==> src/rtl/inst_exec_unit_pkg.sv <==
// Shared definitions for the execute unit and the fetch sequencer:
// opcodes, predicate codes, step one-hots, sequencer states, ir layout.
package inst_exec_unit_pkg;

  localparam logic [7:0] OP_NOP = 8'h00;
  localparam logic [7:0] OP_LDI = 8'h01;
  localparam logic [7:0] OP_MOV = 8'h02;
  localparam logic [7:0] OP_ADD = 8'h03;
  localparam logic [7:0] OP_SUB = 8'h04;
  localparam logic [7:0] OP_AND = 8'h05;
  localparam logic [7:0] OP_OR  = 8'h06;
  localparam logic [7:0] OP_XOR = 8'h07;
  localparam logic [7:0] OP_MUL = 8'h08;
  localparam logic [7:0] OP_JMP = 8'h10;
  localparam logic [7:0] OP_OUT = 8'h20;
  localparam logic [7:0] OP_HLT = 8'hFF;

  localparam logic [1:0] PR_ALW = 2'd0;
  localparam logic [1:0] PR_Z   = 2'd1;
  localparam logic [1:0] PR_C   = 2'd2;
  localparam logic [1:0] PR_NZ  = 2'd3;

  localparam logic [15:0] CLK_0 = 16'h0001;
  localparam logic [15:0] CLK_1 = 16'h0002;
  localparam logic [15:0] CLK_2 = 16'h0004;
  localparam logic [15:0] CLK_3 = 16'h0008;
  localparam logic [15:0] CLK_4 = 16'h0010;
  localparam logic [15:0] CLK_5 = 16'h0020;
  localparam logic [15:0] CLK_6 = 16'h0040;
  localparam logic [15:0] CLK_7 = 16'h0080;
  localparam logic [15:0] CLK_8 = 16'h0100;
  localparam logic [15:0] CLK_9 = 16'h0200;
  localparam logic [15:0] CLK_A = 16'h0400;
  localparam logic [15:0] CLK_B = 16'h0800;
  localparam logic [15:0] CLK_C = 16'h1000;
  localparam logic [15:0] CLK_D = 16'h2000;
  localparam logic [15:0] CLK_E = 16'h4000;
  localparam logic [15:0] CLK_F = 16'h8000;

  typedef enum logic [1:0] {
    ST_IF  = 2'd0,
    ST_IE  = 2'd1,
    ST_HLT = 2'd2
  } seq_state_t;

  typedef struct packed {
    logic [7:0] op;
    logic [1:0] pred;
    logic [1:0] rsvd;
    logic [1:0] rs;
    logic [1:0] rd;
    logic [7:0] imm;
    logic [7:0] addr;
  } ir_t;

  function automatic logic pred_true(
    input logic [1:0] p,
    input logic       z,
    input logic       c
  );
    logic r;
    r = 1'b1;
    unique case (p)
      PR_ALW: r = 1'b1;
      PR_Z:   r = z;
      PR_C:   r = c;
      PR_NZ:  r = !z;
      default: r = 1'b1;
    endcase
    return r;
  endfunction

endpackage

==> src/rtl/inst_exec_unit_if.sv <==
// Output port of the execute unit: valid/ready with data.
// master: drives out_data/out_valid; slave: drives out_ready.
interface inst_exec_unit_if #(
  parameter int DATA_W = 8
);
  logic [DATA_W-1:0] out_data;
  logic              out_valid;
  logic              out_ready;

  modport master (
    output out_data,
    output out_valid,
    input  out_ready
  );

  modport slave (
    input  out_data,
    input  out_valid,
    output out_ready
  );
endinterface

==> src/rtl/inst_exec_unit_mul.sv <==
// Shift-add multiplier: start loads M/Q and clears P; each step is one
// add-and-shift. lo/hi are the product after the current step; done flags the last step.
module exec_mul #(
  parameter int DATA_W = 8
) (
  input  logic              clk,
  input  logic              reset,
  input  logic              start,
  input  logic              step,
  input  logic [DATA_W-1:0] m_in,
  input  logic [DATA_W-1:0] q_in,
  output logic [DATA_W-1:0] lo,
  output logic [DATA_W-1:0] hi,
  output logic              done
);

  localparam int CW = $clog2(DATA_W + 1);

  logic [DATA_W-1:0] p_q;
  logic [DATA_W-1:0] m_q;
  logic [DATA_W-1:0] q_q;
  logic [CW-1:0]     cnt_q;
  logic [DATA_W:0]   sum;
  logic [2*DATA_W:0] cat;
  logic              unused_lsb;

  assign sum = {1'b0, p_q} + (q_q[0] ? {1'b0, m_q} : '0);

  // {carry,P,Q} shifted right by one; bit 0 is the consumed multiplier bit
  assign cat = {sum, q_q};
  assign hi  = cat[2*DATA_W:DATA_W+1];
  assign lo  = cat[DATA_W:1];
  assign unused_lsb = cat[0];

  assign done = step && (cnt_q == CW'(DATA_W - 1));

  always_ff @(posedge clk or negedge reset) begin
    if (!reset) begin
      p_q   <= '0;
      m_q   <= '0;
      q_q   <= '0;
      cnt_q <= '0;
    end else if (start) begin
      p_q   <= '0;
      m_q   <= m_in;
      q_q   <= q_in;
      cnt_q <= '0;
    end else if (step) begin
      p_q   <= hi;
      q_q   <= lo;
      cnt_q <= cnt_q + CW'(1);
    end
  end

endmodule

==> src/rtl/inst_exec_unit.sv <==
// Execute unit: decodes ir against the step one-hot clks, owns R0..R3, {C,Z},
// multiplier and output port. Returns condition/end/jmp/hlt to the sequencer.
module inst_exec_unit
  import inst_exec_unit_pkg::*;
#(
  parameter int DATA_W = 8,
  parameter bit MUL_EN = 1'b1
) (
  input  logic        clk,
  input  logic        reset,
  input  logic [31:0] ir,
  input  logic [15:0] clks,
  input  logic [1:0]  state,
  output logic        inst_condition,
  output logic        end_inst,
  output logic        jmp_inst,
  output logic        hlt_inst,
  output logic [7:0]  jmp_address,
  output logic [1:0]  flags,
  output logic        illegal,
  inst_exec_unit_if.master port
);

  ir_t d;
  assign d = ir;

  logic [DATA_W-1:0] rf [4];
  logic [DATA_W-1:0] t_q;
  logic [DATA_W-1:0] out_data_q;
  logic              out_valid_q;
  logic              z_q;
  logic              c_q;
  logic              ill_q;

  logic [DATA_W-1:0] rs_v;
  logic [DATA_W-1:0] rd_v;
  logic [DATA_W-1:0] imm_v;

  assign rs_v  = rf[d.rs];
  assign rd_v  = rf[d.rd];
  assign imm_v = DATA_W'(d.imm);

  logic is_nop, is_ldi, is_mov, is_add;
  logic is_sub, is_and, is_or,  is_xor;
  logic is_mul, is_jmp, is_out, is_hlt;
  logic is_ill;

  assign is_nop = d.op == OP_NOP;
  assign is_ldi = d.op == OP_LDI;
  assign is_mov = d.op == OP_MOV;
  assign is_add = d.op == OP_ADD;
  assign is_sub = d.op == OP_SUB;
  assign is_and = d.op == OP_AND;
  assign is_or  = d.op == OP_OR;
  assign is_xor = d.op == OP_XOR;
  assign is_mul = MUL_EN && (d.op == OP_MUL);
  assign is_jmp = d.op == OP_JMP;
  assign is_out = d.op == OP_OUT;
  assign is_hlt = d.op == OP_HLT;

  assign is_ill = !(is_nop | is_ldi | is_mov | is_add |
                    is_sub | is_and | is_or  | is_xor |
                    is_mul | is_jmp | is_out | is_hlt);

  logic s0, s1, s_last, s_mul;
  assign s0     = |(clks & CLK_0);
  assign s1     = |(clks & CLK_1);
  assign s_last = clks[DATA_W];
  assign s_mul  = |clks[DATA_W:1];

  logic unused_ok;
  assign unused_ok = ^{d.rsvd, clks};

  logic go;
  assign inst_condition = pred_true(d.pred, z_q, c_q);
  assign go = (state == ST_IE) && inst_condition;

  assign jmp_address = d.addr;
  assign flags       = {c_q, z_q};
  assign illegal     = ill_q;

  assign port.out_data  = out_data_q;
  assign port.out_valid = out_valid_q;

  logic fin;
  always_comb begin
    fin = 1'b0;
    unique case (1'b1)
      is_add, is_sub: fin = s1;
      is_mul:         fin = s_last;
      is_out:         fin = out_valid_q & port.out_ready;
      is_hlt, is_ill: fin = 1'b0;
      default:        fin = s0;
    endcase
  end

  assign end_inst = fin & inst_condition;
  assign jmp_inst = is_jmp & inst_condition;
  assign hlt_inst = (is_hlt | is_ill) & s0 & inst_condition;

  // ADD/SUB share one adder; bit DATA_W is carry (add) or borrow (sub)
  logic [DATA_W:0] arith;
  assign arith = is_sub ? ({1'b0, rd_v} - {1'b0, t_q})
                        : ({1'b0, rd_v} + {1'b0, t_q});

  logic [DATA_W-1:0] logic_r;
  assign logic_r = is_and ? (rd_v & rs_v) :
                   is_or  ? (rd_v | rs_v) :
                            (rd_v ^ rs_v);

  logic              mul_start;
  logic              mul_step;
  logic              mul_done;
  logic [DATA_W-1:0] mul_lo;
  logic [DATA_W-1:0] mul_hi;

  assign mul_start = go & is_mul & s0;
  assign mul_step  = go & is_mul & s_mul;

  exec_mul #(
    .DATA_W (DATA_W)
  ) u_mul (
    .clk   (clk),
    .reset (reset),
    .start (mul_start),
    .step  (mul_step),
    .m_in  (rs_v),
    .q_in  (rd_v),
    .lo    (mul_lo),
    .hi    (mul_hi),
    .done  (mul_done)
  );

  always_ff @(posedge clk or negedge reset) begin
    if (!reset) begin
      for (int i = 0; i < 4; i++) rf[i] <= '0;
      t_q         <= '0;
      z_q         <= 1'b0;
      c_q         <= 1'b0;
      ill_q       <= 1'b0;
      out_data_q  <= '0;
      out_valid_q <= 1'b0;
    end else begin
      // handshake retires the port regardless of sequencer state
      if (out_valid_q && port.out_ready) out_valid_q <= 1'b0;
      if (go) begin
        unique case (1'b1)
          is_ldi: if (s0) rf[d.rd] <= imm_v;
          is_mov: if (s0) rf[d.rd] <= rs_v;
          is_add, is_sub: begin
            if (s0) t_q <= rs_v;
            if (s1) begin
              rf[d.rd] <= arith[DATA_W-1:0];
              c_q      <= arith[DATA_W];
              z_q      <= arith[DATA_W-1:0] == '0;
            end
          end
          is_and, is_or, is_xor: begin
            if (s0) begin
              rf[d.rd] <= logic_r;
              z_q      <= logic_r == '0;
              c_q      <= 1'b0;
            end
          end
          is_mul: begin
            if (mul_done) begin
              rf[d.rd] <= mul_lo;
              c_q      <= mul_hi != '0;
              z_q      <= mul_lo == '0;
            end
          end
          // load only on the first IE cycle; held stable until accepted
          is_out: begin
            if (!out_valid_q) begin
              out_data_q  <= rs_v;
              out_valid_q <= 1'b1;
            end
          end
          is_ill: if (s0) ill_q <= 1'b1;
          default: ;
        endcase
      end
    end
  end

endmodule

==> src/flat_wrapper.sv <==
// flat-port wrapper written by rule: the top's interface ports become plain ports
module inst_exec_unit_flat import inst_exec_unit_pkg::*;
#(
  parameter int DATA_W = 8,
  parameter bit MUL_EN = 1'b1
)
  (clk, reset, ir, clks, state, inst_condition, end_inst, jmp_inst, hlt_inst, jmp_address, flags, illegal, port_out_data, port_out_valid, port_out_ready);
  inst_exec_unit_if #(.DATA_W(DATA_W)) port_i ();
  input  logic clk;
  input  logic reset;
  input  logic [31:0] ir;
  input  logic [15:0] clks;
  input  logic [1:0] state;
  output logic inst_condition;
  output logic end_inst;
  output logic jmp_inst;
  output logic hlt_inst;
  output logic [7:0] jmp_address;
  output logic [1:0] flags;
  output logic illegal;
  output wire logic [$bits(port_i.out_data)-1:0] port_out_data;
  output wire logic [$bits(port_i.out_valid)-1:0] port_out_valid;
  input wire logic [$bits(port_i.out_ready)-1:0] port_out_ready;
  assign port_out_data = port_i.out_data;
  assign port_out_valid = port_i.out_valid;
  assign port_i.out_ready = port_out_ready;
  inst_exec_unit #(.DATA_W(DATA_W), .MUL_EN(MUL_EN)) u_core (.clk(clk), .reset(reset), .ir(ir), .clks(clks), .state(state), .inst_condition(inst_condition), .end_inst(end_inst), .jmp_inst(jmp_inst), .hlt_inst(hlt_inst), .jmp_address(jmp_address), .flags(flags), .illegal(illegal), .port(port_i));
endmodule
==> config.mk <==
export PLATFORM = sky130hd
export DESIGN_NAME = inst_exec_unit_flat
export DESIGN_NICKNAME = d
export VERILOG_FILES = /design/src/rtl/inst_exec_unit_pkg.sv /design/src/rtl/inst_exec_unit_if.sv /design/src/rtl/inst_exec_unit_mul.sv /design/src/rtl/inst_exec_unit.sv /design/src/flat_wrapper.sv
export SDC_FILE = /design/constraint.sdc
export NUM_CORES = 1
export LEC_CHECK = 0
export ABC_CLOCK_PERIOD_IN_PS = 7700
export CAP_MARGIN = 20
export CORE_UTILIZATION = 40
export DETAILED_ROUTE_END_ITERATION = 6
export RECOVER_POWER = 100
export SETUP_SLACK_MARGIN = 0.5
export SYNTH_ARGS = -nofsm -noshare
export SYNTH_HDL_FRONTEND = slang
export SYNTH_HIERARCHICAL = 1
export SYNTH_SLANG_ARGS = --single-unit
==> constraint.sdc <==
create_clock -name clk -period 7.7 [get_ports clk]
set_clock_uncertainty 0.05 [all_clocks]
set_input_delay 1.54 -clock clk [delete_from_list [all_inputs] [get_ports clk]]
set_output_delay 1.54 -clock clk [all_outputs]
set_load 0.01 [all_outputs]
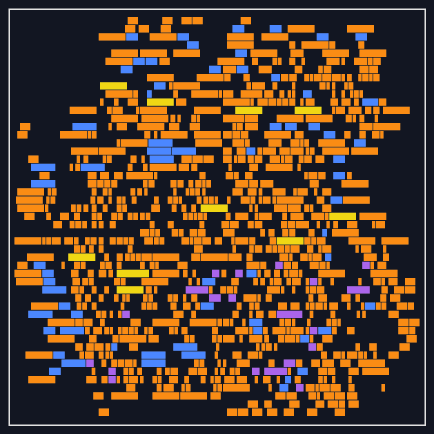
(images/sizes.png)
Scale: 3 px per um.
[_2 cells] blue | cells: 65 | share: 7.4%
[_6 and larger] yellow | cells: 10 | share: 1.1%
[_3 and _4 cells] purple | cells: 20 | share: 2.3%
[_0 and _1 cells] orange | cells: 785 | share: 89%
area grow syn2layout: 10.48%
Final Cell Area: 0.008193 mm^2
Non-clk bufs: 72

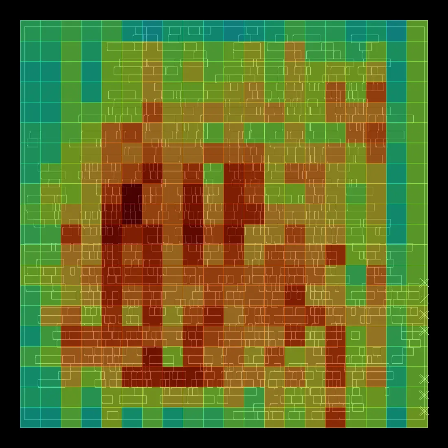
(images/congestion.png)
GRT Max-Usage Layer: met2
GR Util met2: 0.4100

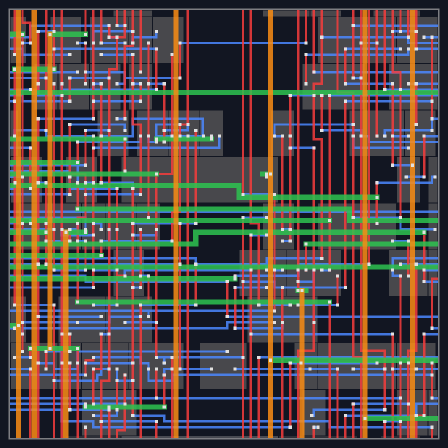
(images/detail.png)
Region (57, 57) to (82, 82) um. Cells in grey, sequential cells in the stronger grey; small squares are vias.
[metal 1] blue
[metal 4] orange
[metal 2] red
[metal 3] green
sequential cells in the window: 0
most frequent: o21ai_0 (9), a21oi_1 (6), nor2_1 (6)
cells with their middle in the window: 49

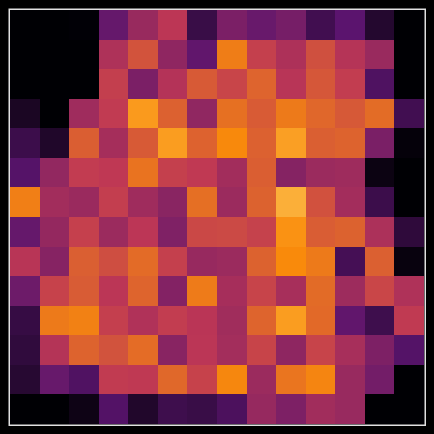
(images/cell_density.png)
Scale: 3 px per um. The die is cut into 14 by 14 equal tiles; black is low, pale yellow is high, 0 to 100% covered.
nearly empty tiles: 11%
fullest tile: 83%
tiles over 75% full: 3.1%
mean over tiles: 41%
emptiest ninth of the die: top left

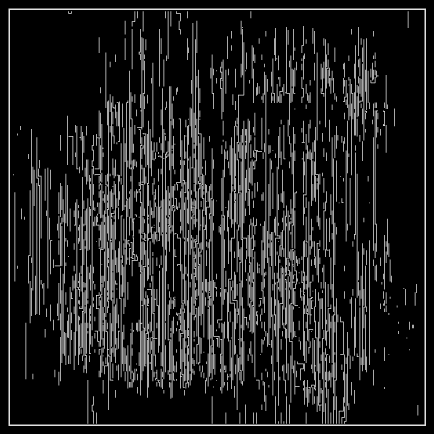
(images/layer_met2.png)
Scale: 3 px per um.
wire length on this layer: 11200 um
main direction: vertical
longest straight run: 60.9 um

==> impl_metrics.yaml <==
# yosys + openroad results
status:
  status: "finished with violations"
  violations: "DRC, capacitance limit, slew limit"
pwr:
  p_seq_frac: 0.413
  combinationalPowerShare: 0.190
  swShare: 0.2924
  switchingPower_uw: 309.4
  peakVddDrop_mv: 0.1032
  p_per_area_mw_per_mm2: 129.2
  p_int_uw: 748.8
  clkPwrFrac: 0.397
  leakagePower_nw: 3.437
die:
  die-area_mm2: 0.01909
  fp_util: 0.4100
  rows: 49
  coreArea_mm2: 0.01809
  die_width_um: 138.2
  dieHeight_um: 138.2
  io_pins: 77
clocking:
  postCtsSetupBuffers: 0
  cts_hold_buf: 0
  cts_sinks: 80
  h-tree-depth: 3
  numCtsBuffers: 9
  cts_resized: 0
  path_clk_slew_ns: 0.06
  worstSkewPairLatency_ns: 0.35
  tritoncts: "done"
  cts_max_path_buffers: 2
route:
  final_antenna_net_count: 0
  route.detailed.drc: 13
  drtIter0Drc: 890
  first_pass_iters: 7
  vias: 7064
  wirelength_um: 24790
  routedWlPerCell_um: 22.35
  viasPerCell: 6.370
setup_path:
  required_ns: 7.88
  r2r_slack_ns: 4.02
  arrival_ns: 6.82
  crit_path_max_fanout: 14
  startpoint_type: "input pin"
  worst_setup_path_end_kind: "flop"
final_timing:
  fin_crit_sh: 0.8627
  rsz0062_at_grt: "no"
  max_freq_mhz: 150.5
  setup_viol: 0
  worst_pin_slew_ns: 3.088
  timing.final.crit_period_ns: 6.643
  hold_violations: 0
  slew_violations: 135
  holdWs_ns: 0.4415
  finalSetupTns_ns: 0
  slew_headroom: -1.059
  finalWorstSetupSlack_ns: 1.057
global_route:
  grt_pass1_wl_um: 38700
  grt-ovfl-total: 0
  grt_max_degree: 57
  grt_usage: 0.2659
  grt_pass1_vias: 6629
cells_and_area:
  diodes: 0
  lay_top_cells: "o21ai_0 (114), dfrtp_1 (80), nand2_1 (61)"
  nets: 966
  n_fill_cell: 1772
  drive_above_1_share: 0.1080
  lay_top_count: "o21ai_0"
place:
  port_buffers: 51
  hpwlAfterDp_um: 17490
  place_congestion: 0.9439
yosys:
  synth_area_mm2: 0.007416
  flop_cell: "dfrtp_1"
  yosysWarnings: 6
  ys_seq_share: 0.2700
  area_leaders: "dfrtp_1 (27%), o21ai_0 (7.7%), ha_1 (5.7%)"
  avgSynthCellArea_um2: 8.514
  yosys_area_mm2: 0.007416
  yosys_cells: 871
  synth_async_sr_flop_share: 1.000
  netlist_instances: 871
  edf_count: 0
  syn-num-nets: 960
  synth_top_cell_by_area: "dfrtp_1"
  synth_cell_types: 83
job:
  maxCapViolations: 4
  warning_count: 43
min_path:
  hp-class: "flop to flop"
## through the flow
stage	total power [mW]	utilization	instances
after floorplan	0.5670	-	871
after global placement	0.6428	0.4423	1094
after detailed placement	0.6437	0.4423	1094
after CTS	1.070	0.4576	1108
after global routing	1.107	0.4530	1109
final	1.058	0.4530	1109
## path summary, 6_finish.rpt
path,cells past startpoint,startpoint,to
setup / recovery,13,ir[31],flop
hold / removal,1,u_core/illegal,u_core/illegal
setup reg to reg,10,u_core/z_q,flop
hold reg to reg,1,u_core/illegal,u_core/illegal
max in group asynchronous,2,reset,u_core/port.out_data[4]
min in group asynchronous,1,reset,asynchronous set/reset pin
## worst max-delay path: stages
cell           delay, ns
dlygate4sd3_1       0.62
or3_1               0.64
nor2_1              0.17
clkbuf_1            0.54
nand2_1             0.18
clkbuf_1            0.36
a211oi_1            0.44
nand2_1             0.14
nor3b_1             0.22
nor2_1              0.08
a211o_1             0.42
nor4_2              1.03
mux2_2              0.43
## final cells by class
type	count	area [um^2]	share of cell area
multi-input cells	672	4838	0.5906
flip-flops and latches	80	2002	0.2443
repair buffers	72	631.9	0.07712
well taps	229	286.5	0.03497
clock buffers	10	229.0	0.02795
inverters	42	157.7	0.01924
clock inverters	4	47.55	0.005803
## kinds of logic after synthesis
family,count (synthesis),share of synthesized area
compound gates,295,0.2590
simple gates,253,0.1864
buf+inv,119,0.07424
flops,80,0.2700
mux,69,0.1252
fa+ha+maj,36,0.06276
xor+xnor,19,0.02244
## power groups by stage
| stage | Clock, mW | Sequential (mW) | Combinational [mW] |
|---|---|---|---|
| after floorplan | 0 | 0.443 | 0.124 |
| after global placement | 0 | 0.444 | 0.198 |
| after detailed placement | 0 | 0.445 | 0.199 |
| after CTS | 0.433 | 0.437 | 0.200 |
| after global routing | 0.452 | 0.438 | 0.216 |
| final | 0.420 | 0.437 | 0.201 |
## metal layers
layer / track usage / share of wire / routed length [um]
met5: 0 / 0 / 0
met4: 0.1041 / 0.036 / 886
met2: 0.4100 / 0.45 / 11160
met3: 0.06754 / 0.093 / 2296
met1: 0.3575 / 0.42 / 10440
## cell usage after synthesis, types with 9 or more instances
| library cell | n |
|---|---|
| mux2i_1 | 23 |
| dfrtp_1 | 80 |
| o21ai_0 | 114 |
| and3_1 | 9 |
| a41oi_1 | 9 |
| o221ai_1 | 9 |
| clkbuf_1 | 31 |
| a21oi_1 | 41 |
| nor2b_1 | 11 |
| nand4_1 | 10 |
| a31oi_1 | 24 |
| nand3_1 | 25 |
| inv_1 | 42 |
| and2_1 | 12 |
| mux4_2 | 16 |
| buf_4 | 20 |
| nand2_1 | 61 |
| xor2_1 | 11 |
| ha_1 | 34 |
| buf_2 | 22 |
| nand3b_1 | 9 |
| nor4_1 | 15 |
| nor2_1 | 55 |
| mux2_2 | 30 |
| nor3_1 | 9 |
| o31ai_1 | 13 |
Power is estimated from default activity; no workload was simulated.
